Figure 1. Power grid (run 1).
Pins as bars on the die edge. Tap cells in gray.
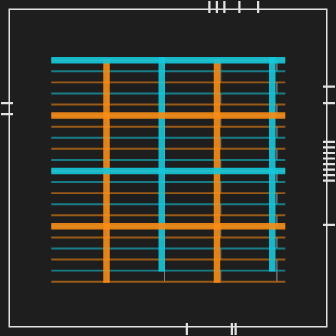
Figure 2. Placement by cell class (run 1).
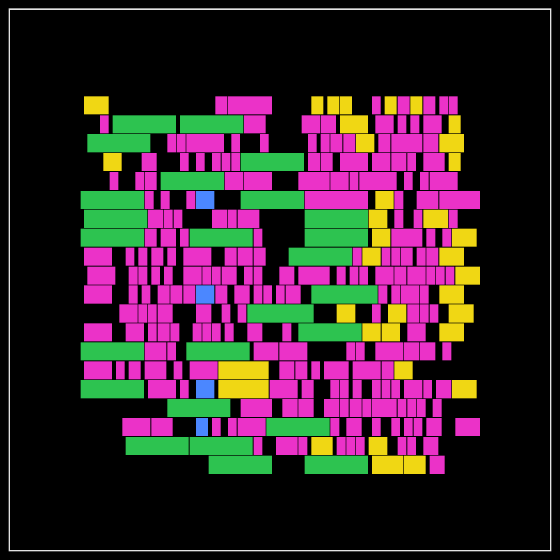
Figure 3. Clock wires, drivers and flops (run 1).
The bar under the picture is 20 um long.
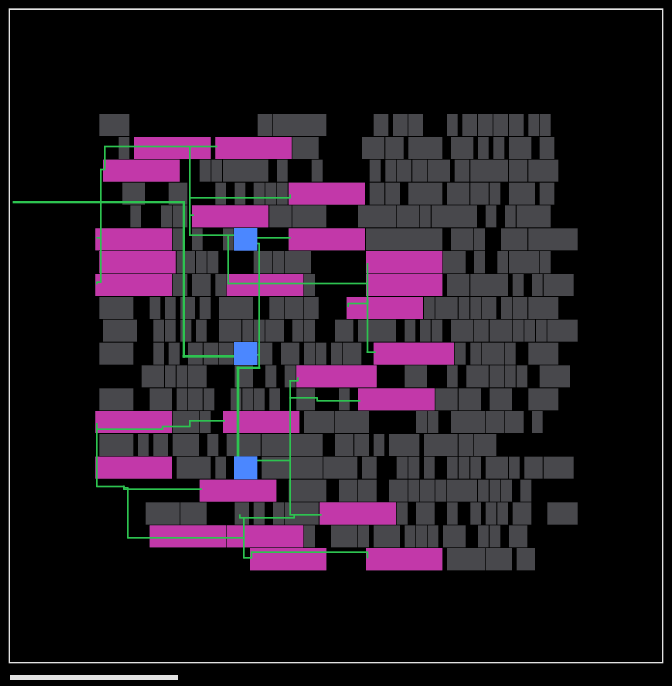
## config.mk

```make
export PLATFORM = sky130hd
export DESIGN_NAME = display_scan_ctrl
export DESIGN_NICKNAME = d
export VERILOG_FILES = /design/src/rtl/display_pkg.sv /design/src/rtl/hex7seg_decoder.sv /design/src/rtl/display_scan_ctrl.sv
export SDC_FILE = /design/constraint.sdc
export NUM_CORES = 1
export LEC_CHECK = 0
export ABC_AREA = 1
export CAP_MARGIN = 40
export CORE_MARGIN = 10
export CORE_UTILIZATION = 56
export DETAILED_ROUTE_END_ITERATION = 12
export PLACE_DENSITY = 0.8
export SYNTH_ARGS = -nofsm -noshare
export SYNTH_HDL_FRONTEND = slang
export SYNTH_SLANG_ARGS = --single-unit
export TNS_END_PERCENT = 10
```

## constraint.sdc

```tcl
create_clock -name clk -period 2 [get_ports clk]
set_input_delay 0.4 -clock clk [delete_from_list [all_inputs] [get_ports clk]]
set_output_delay 0.4 -clock clk [all_outputs]
set_load 0.01 [all_outputs]
```

## src/rtl/display_pkg.sv

```systemverilog
// Shared types and constants for the multiplexed 7-segment display path.
package display_pkg;

  typedef enum logic [2:0] {
    OFF    = 3'd0,
    SHOW1  = 3'd1,
    BLANK1 = 3'd2,
    SHOW4  = 3'd3,
    BLANK4 = 3'd4
  } state_t;

  localparam logic [6:0] SEG_BLANK = 7'h7F;

  // Active-low gfedcba patterns, index 0 is the rightmost entry.
  localparam logic [15:0][6:0] SEG_TABLE = {
    7'h0E, 7'h06, 7'h21, 7'h46, 7'h03, 7'h08, 7'h10, 7'h00,
    7'h78, 7'h02, 7'h12, 7'h19, 7'h30, 7'h24, 7'h79, 7'h40
  };

endpackage

```

## src/rtl/hex7seg_decoder.sv

```systemverilog
// Hex nibble to active-low 7-segment pattern, purely combinational.
module hex7seg_decoder
  import display_pkg::*;
(
  input  logic [3:0] code,
  output logic [6:0] seg_n
);

  assign seg_n = SEG_TABLE[code];

endmodule

```

## src/rtl/display_scan_ctrl.sv

```systemverilog
// Two-digit scan driver: alternates digit 1 / digit 4 with a blanking gap
// between them; segment data is latched only on entry to each SHOW state.
module display_scan_ctrl
  import display_pkg::*;
#(
  parameter int unsigned DIV_MAX    = 50000,
  parameter int unsigned DIV_W      = 16,
  parameter int unsigned SHOW_TICKS = 4
) (
  input  logic       clk,
  input  logic       reset,
  input  logic       onoff,
  input  logic [3:0] val1,
  input  logic [3:0] val4,
  output logic       sel,
  output logic       digit1_out,
  output logic       digit4_out,
  output logic [6:0] seg_n
);

  localparam int unsigned TICK_W = (SHOW_TICKS > 1) ? $clog2(SHOW_TICKS) : 1;

  state_t              state;
  state_t              state_next;
  logic [DIV_W-1:0]    presc;
  logic [TICK_W-1:0]   tick_cnt;
  logic [3:0]          code;
  logic [3:0]          code_next;
  logic                tick;
  logic                last_tick;
  logic [6:0]          seg_dec;

  assign tick      = (presc == DIV_W'(DIV_MAX - 1));
  assign last_tick = tick && (tick_cnt == TICK_W'(SHOW_TICKS - 1));

  // State register
  always_ff @(posedge clk or posedge reset) begin
    if (reset) begin
      state <= OFF;
    end else begin
      state <= state_next;
    end
  end

  // Next state and code latch selection; onoff = 0 overrides every transition
  always_comb begin
    state_next = state;
    code_next  = code;
    unique case (state)
      OFF:    if (onoff)     state_next = SHOW1;
      SHOW1:  if (last_tick) state_next = BLANK1;
      BLANK1: if (tick)      state_next = SHOW4;
      SHOW4:  if (last_tick) state_next = BLANK4;
      BLANK4: if (tick)      state_next = SHOW1;
      default:               state_next = OFF;
    endcase
    if (!onoff) begin
      state_next = OFF;
    end
    if (state_next != state) begin
      if (state_next == SHOW1) code_next = val1;
      if (state_next == SHOW4) code_next = val4;
    end
  end

  // Prescaler, tick counter and latched code; counters restart on any state change
  always_ff @(posedge clk or posedge reset) begin
    if (reset) begin
      presc    <= '0;
      tick_cnt <= '0;
      code     <= '0;
    end else begin
      code <= code_next;
      if (state_next != state) begin
        presc    <= '0;
        tick_cnt <= '0;
      end else if (tick) begin
        presc    <= '0;
        tick_cnt <= tick_cnt + TICK_W'(1);
      end else begin
        presc    <= presc + DIV_W'(1);
      end
    end
  end

  hex7seg_decoder u_dec (
    .code  (code),
    .seg_n (seg_dec)
  );

  // Output decode from state and latched code only
  always_comb begin
    sel        = 1'b0;
    digit1_out = 1'b1;
    digit4_out = 1'b1;
    seg_n      = SEG_BLANK;
    unique case (state)
      SHOW1: begin
        digit1_out = 1'b0;
        seg_n      = seg_dec;
      end
      SHOW4: begin
        sel        = 1'b1;
        digit4_out = 1'b0;
        seg_n      = seg_dec;
      end
      BLANK4:  sel = 1'b1;
      default: ;
    endcase
  end

endmodule

```

==> impl_metrics.tcl, run 1 <==
# collected from the flow reports
set metrics [dict create \
    dp_slack_ps -55.55 \
    wl_per_cell_um 12.41 \
    globalplace.congestion 0.8854 \
    period_used_share 0.9927 \
    cts_sinks 25 \
    dieArea_mm2 0.006025 \
    cp_top_family "buffers and inverters" \
    worst_skew_pair.late_latency_ps 320 \
    min_period_ps 1985 \
    cp_max_fo 6 \
    num_rows 20 \
    dp_cells 320 \
    first_pass_iters 4 \
    async_flop_share 1.000 \
    cts_tree "built" \
    ys_seq_share 0.3365 \
    slowest_stage "dfrtp_1" \
    finalNetCount 305 \
    first_global_vias 1669 \
    place_hpwl_mm 3.073 \
    io_pins 21 \
    ys_warn_count 0 \
    drt_iter0_drc 71 \
    hold_path_class "in -> async" \
    final_common_cell "nand2_1" \
    hold_viol_final 0 \
    grt_pass1_wl_mm 7.314 \
    diodes 0 \
    fp_util 0.5944 \
    path_buffers 4 \
    slowest_delay_ps 400 \
    required_ps 1600 \
    io_buffer_count 20 \
    critPathArrivalTime_ps 1590 \
    cts.clk_slew.worst_paths_ps 140 \
    gr-total-overflow 0 \
    max_clock_freq_mhz 503.7 \
    status "finished, final reports clean" \
    yosysUniqueCellTypes 28 \
    hold_buffers 0 \
    final_cell_mix "nand2_1 (56), inv_1 (29), nor2_1 (24)" \
    ys_area_mm2 0.001859 \
    cp-end-kind "output pin" \
    worstPathCellList "buf_4 -> inv_4 -> ha_2 -> inv_1 -> o21ai_1 -> nand2_1 -> o2111ai_1 -> buf_2" \
    finalSetupTns_ps 0 \
    cts_max_level 1 \
    ys_ff 25 \
    drv_slew 0 \
    max-cap-violations 0 \
    fin_cells 329 \
    worst_pin_slew_ps 402.0 \
    cts-buffers-inserted 3 \
    fin_ws_ps 14.66 \
    critPathLaunchType "register" \
    reg2reg_slack_ps 150 \
    p_leak_nw 1.097 \
    max_slew_margin 0.7312 \
    routed_wl_mm 4.083 \
    warnings 33 \
    p_per_area_mw_per_mm2 539.0 \
    synth_area_mm2 0.001859 \
    final_area_mm2 0.002305 \
    groute.usage.overall 0.1390 \
    setup_violations 0 \
    clk_path_buf_depth 2 \
    area_growth_pct 23.96 \
    drc 0 \
    edf_count 0 \
    vias_per_cell 5.112 \
    grt_start_max_net_pins 26 \
    skew_ps 10.91 \
    finalPower_mw 1.242 \
    hold_slack_ps 415.1 \
]
Back to the opening pictures, Figure 1:
cyan -> VDD
orange -> VSS
tap cells = 44
rows = 20
met4 straps = 4
met1 rails = 21
die width: 77.62 um
VDD IR max: 398.9 uV
core area: 0.003128 mm2

Back to the opening pictures, Figure 2:
blue -> clock drivers and dummy loads  # cells 4, share of their area 1.2%
yellow -> remaining buffers and delay cells  # cells 35, share of their area 14%
magenta -> combinational and other logic  # cells 221, share of their area 57%
green -> sequential cells  # cells 25, share of their area 28%

Back to the opening pictures, Figure 3:
blue -> clock drivers  # count 3
green -> clock wires  # length 301 um
magenta -> flip-flops  # count 25
routed clock nets = 4

run 1: what timing repair did:
action,CTS,global route
gates resized,33,30
setup buffers,5,0
endpoints found under the setup margin,10,30
pin swaps,1,2
run 1: worst paths after layout:
path | start | endpoint | cells past startpoint
min in group clk | presc[0] | presc[0] | 3
max in group asynchronous | reset | code[2] | 3
max | code[0] | seg_n[3] | 8
min | reset | presc[10] | 3
min reg2reg | presc[0] | presc[0] | 3
max reg2reg | presc[0] | presc[2] | 13
run 1: worst reg2reg max path, cell delays in order, from the launching register on:
cell and delay, ps:
dfrtp_1 420, ha_2 220, nand3_4 110, nor2_4 60, nand2_2 120, nand3_1 100, nand2_2 90, nand2_1 70
nand2_1 70, nand2_1 80, nor2_4 130, nand2_4 80, buf_12 150, nor2_1 100
run 1: metal layers:
metal	wire length [um]	part of all wire	global-route usage
met5	0	0	0
met4	29	0.0071	0.04745
met3	232	0.057	0.02304
met2	1961	0.48	0.2264
met1	1858	0.46	0.1809
run 1: final cells by class:
type / count / area [um2]
Clock buffer: 3 / 22.52
Clock inverter: 1 / 5.005
Fill cell: 251 / 823.3
Inverter: 36 / 137.6
Multi-Input combinational cell: 185 / 1150
Sequential cell: 25 / 628.1
Tap cell: 44 / 55.05
Timing Repair Buffer: 35 / 306.5
run 1: cells in the mapped netlist, types with 6 or more instances:
library cell / number / area share
nand2_1: 61 / 0.12
nand4_1: 6 / 0.020
nor2_1: 26 / 0.052
ha_1: 8 / 0.054
dfrtp_1: 25 / 0.34
inv_1: 34 / 0.069
nand2_2: 8 / 0.027
nand3b_1: 6 / 0.024
o211ai_1: 7 / 0.028
nand3_1: 23 / 0.062
nor2_4: 12 / 0.073
run 1: where the power goes:
| group | switching [mW] | internal (mW) |
|---|---|---|
| Combinational | 0.245 | 0.194 |
| Sequential | 0.0411 | 0.540 |
| Clock | 0.148 | 0.0749 |
| Total | 0.434 | 0.809 |
run 1: logic make-up after synthesis:
family | count (synthesis) | synth area share
compound gates | 13 | 0.04980
mux | 1 | 0.006056
flops | 25 | 0.3365
simple gates | 157 | 0.4381
xor+xnor | 6 | 0.02826
buf+inv | 39 | 0.08749
fa+ha+maj | 8 | 0.05384
run 1: registers in the layout, summed over array words and instances, names as in the netlist:
| signal | count |
|---|---|
| code | 4 |
| state | 3 |
| presc | 16 |
| tick_cnt | 2 |
==> run 1 -> run 2 <==
--- a/config.mk
+++ b/config.mk
@@ -10,7 +10,9 @@
 export CORE_MARGIN = 10
 export CORE_UTILIZATION = 56
 export DETAILED_ROUTE_END_ITERATION = 12
+export GPL_ROUTABILITY_DRIVEN = 1
 export PLACE_DENSITY = 0.8
+export SLEW_MARGIN = 20
 export SYNTH_ARGS = -nofsm -noshare
 export SYNTH_HDL_FRONTEND = slang
 export SYNTH_SLANG_ARGS = --single-unit
Figure 4. Placement by cell class (run 2).
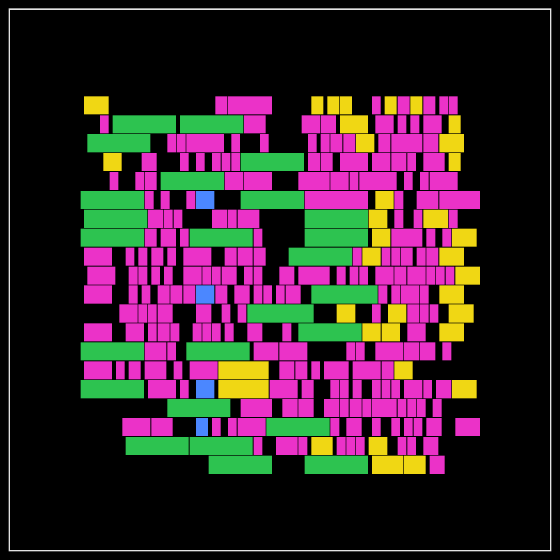
yellow -> remaining buffers and delay cells  # cells 35, share of their area 14%
green -> sequential cells  # cells 25, share of their area 28%
blue -> clock drivers and dummy loads  # cells 4, share of their area 1.2%
magenta -> combinational and other logic  # cells 221, share of their area 57%

==> run 2 against run 1 <==
Compared with the run above:
- cell area unchanged
- combinational power about the same
- worst setup slack is the same
- via count is the same
- largest cell class unchanged
==> impl_metrics.tcl, run 2 <==
# collected from the flow reports
set metrics [dict create \
    first_pass_iters 4 \
    cts_max_level 1 \
    ys_seq_share 0.3365 \
    drc 0 \
    final_cell_mix "nand2_1 (56), inv_1 (29), nor2_1 (24)" \
    top_cell "nand2_1" \
    largest_register_ffs 16 \
    reg2reg_from "presc[0]" \
    top_regs "presc: 16 flops, code: 4 flops, state: 3 flops" \
    max-cap-violations 0 \
    drt_iter0_drc 71 \
    cp-end-kind "output pin" \
    synthTopCellsByCount "nand2_1 (61), inv_1 (34), nor2_1 (26)" \
    peakVddDrop_uv 398.9 \
    finalPower_mw 1.242 \
    clk_path_buf_depth 2 \
    core_area_mm2 0.003128 \
    gr-total-overflow 0 \
    critPathLaunchType "register" \
    status "finished, final reports clean" \
    synth_area_mm2 0.001859 \
    hold_path_class "in -> async" \
    dp_cells 320 \
    groute.usage.overall 0.1390 \
    nFillCells 251 \
    die_x_um 77.62 \
    period_used_share 0.9927 \
    critPathArrivalTime_ps 1590 \
    diodes 0 \
    final_area_mm2 0.002305 \
    worst_pin_slew_ps 402.0 \
    finalSetupTns_ps 0 \
    async_flop_share 1.000 \
    ys_ff 25 \
    area_growth_pct 23.96 \
    ys_area_mm2 0.001859 \
    finalNetCount 305 \
    hold_slack_ps 415.1 \
]
Figure 5. Routing congestion map (run 2).
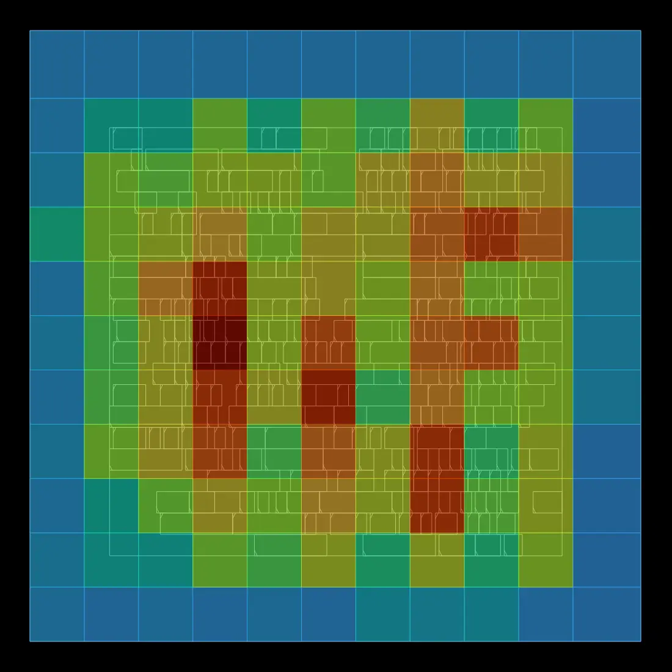
Core Util, Final: 0.7368
met3 usage: 0.02304
wire per inst: 12.41 um

## run 2: worst max-delay path, stage by stage (launching register included)
cell	delay, ps
dfrtp_1	400
buf_4	150
inv_4	80
ha_2	190
inv_1	50
o21ai_1	120
nand2_1	60
o2111ai_1	70
buf_2	160
## run 2: timing repair
item | CTS | global route
endpoints found under the setup margin | 10 | 30
setup buffers | 5 | 0
gates resized | 33 | 30
cloned | 0 | 0
pin swaps | 1 | 2
## run 2: report_power, final
| group | internal, mW | leakage [nW] | switching [mW] |
|---|---|---|---|
| sequential | 0.540 | 0.335 | 0.0411 |
| combinational | 0.194 | 0.744 | 0.245 |
| clock | 0.0749 | 0.0177 | 0.148 |
## run 2: layout make-up
type | instances | area [um2] | area share
tap | 44 | 55.05 | 0.02389
multi-input combinational | 185 | 1150 | 0.4989
clock inverter | 1 | 5.005 | 0.002172
inverter | 36 | 137.6 | 0.05972
timing repair buffer | 35 | 306.5 | 0.1330
sequential | 25 | 628.1 | 0.2725
clock buffer | 3 | 22.52 | 0.009772
## run 2: worst paths after layout
check / end / slack, ps
worst max-delay path: seg_n[3] / 10
worst min-delay path: presc[10] / 420
worst max register to register: presc[2] / 150
worst min register to register: presc[0] / 570
max in group asynchronous: code[2] / 1320
min in group clk: presc[0] / 570
## run 2: kinds of logic (layout without fill, tap and decap cells)
logic type / count (synthesis) / after routing / share of synthesized area
mux: 1 / 1 / 0.006056
simple gates: 157 / 157 / 0.4381
xor+xnor: 6 / 6 / 0.02826
buf+inv: 39 / 75 / 0.08749
compound gates: 13 / 13 / 0.04980
fa+ha+maj: 8 / 8 / 0.05384
flops: 25 / 25 / 0.3365
## run 2: metal layers
metal,GRT usage,routed length [um]
met1,0.1809,1858
met2,0.2264,1961
met3,0.02304,232
met4,0.04745,29
met5,0,0
Power and IR drop assume default switching activity.
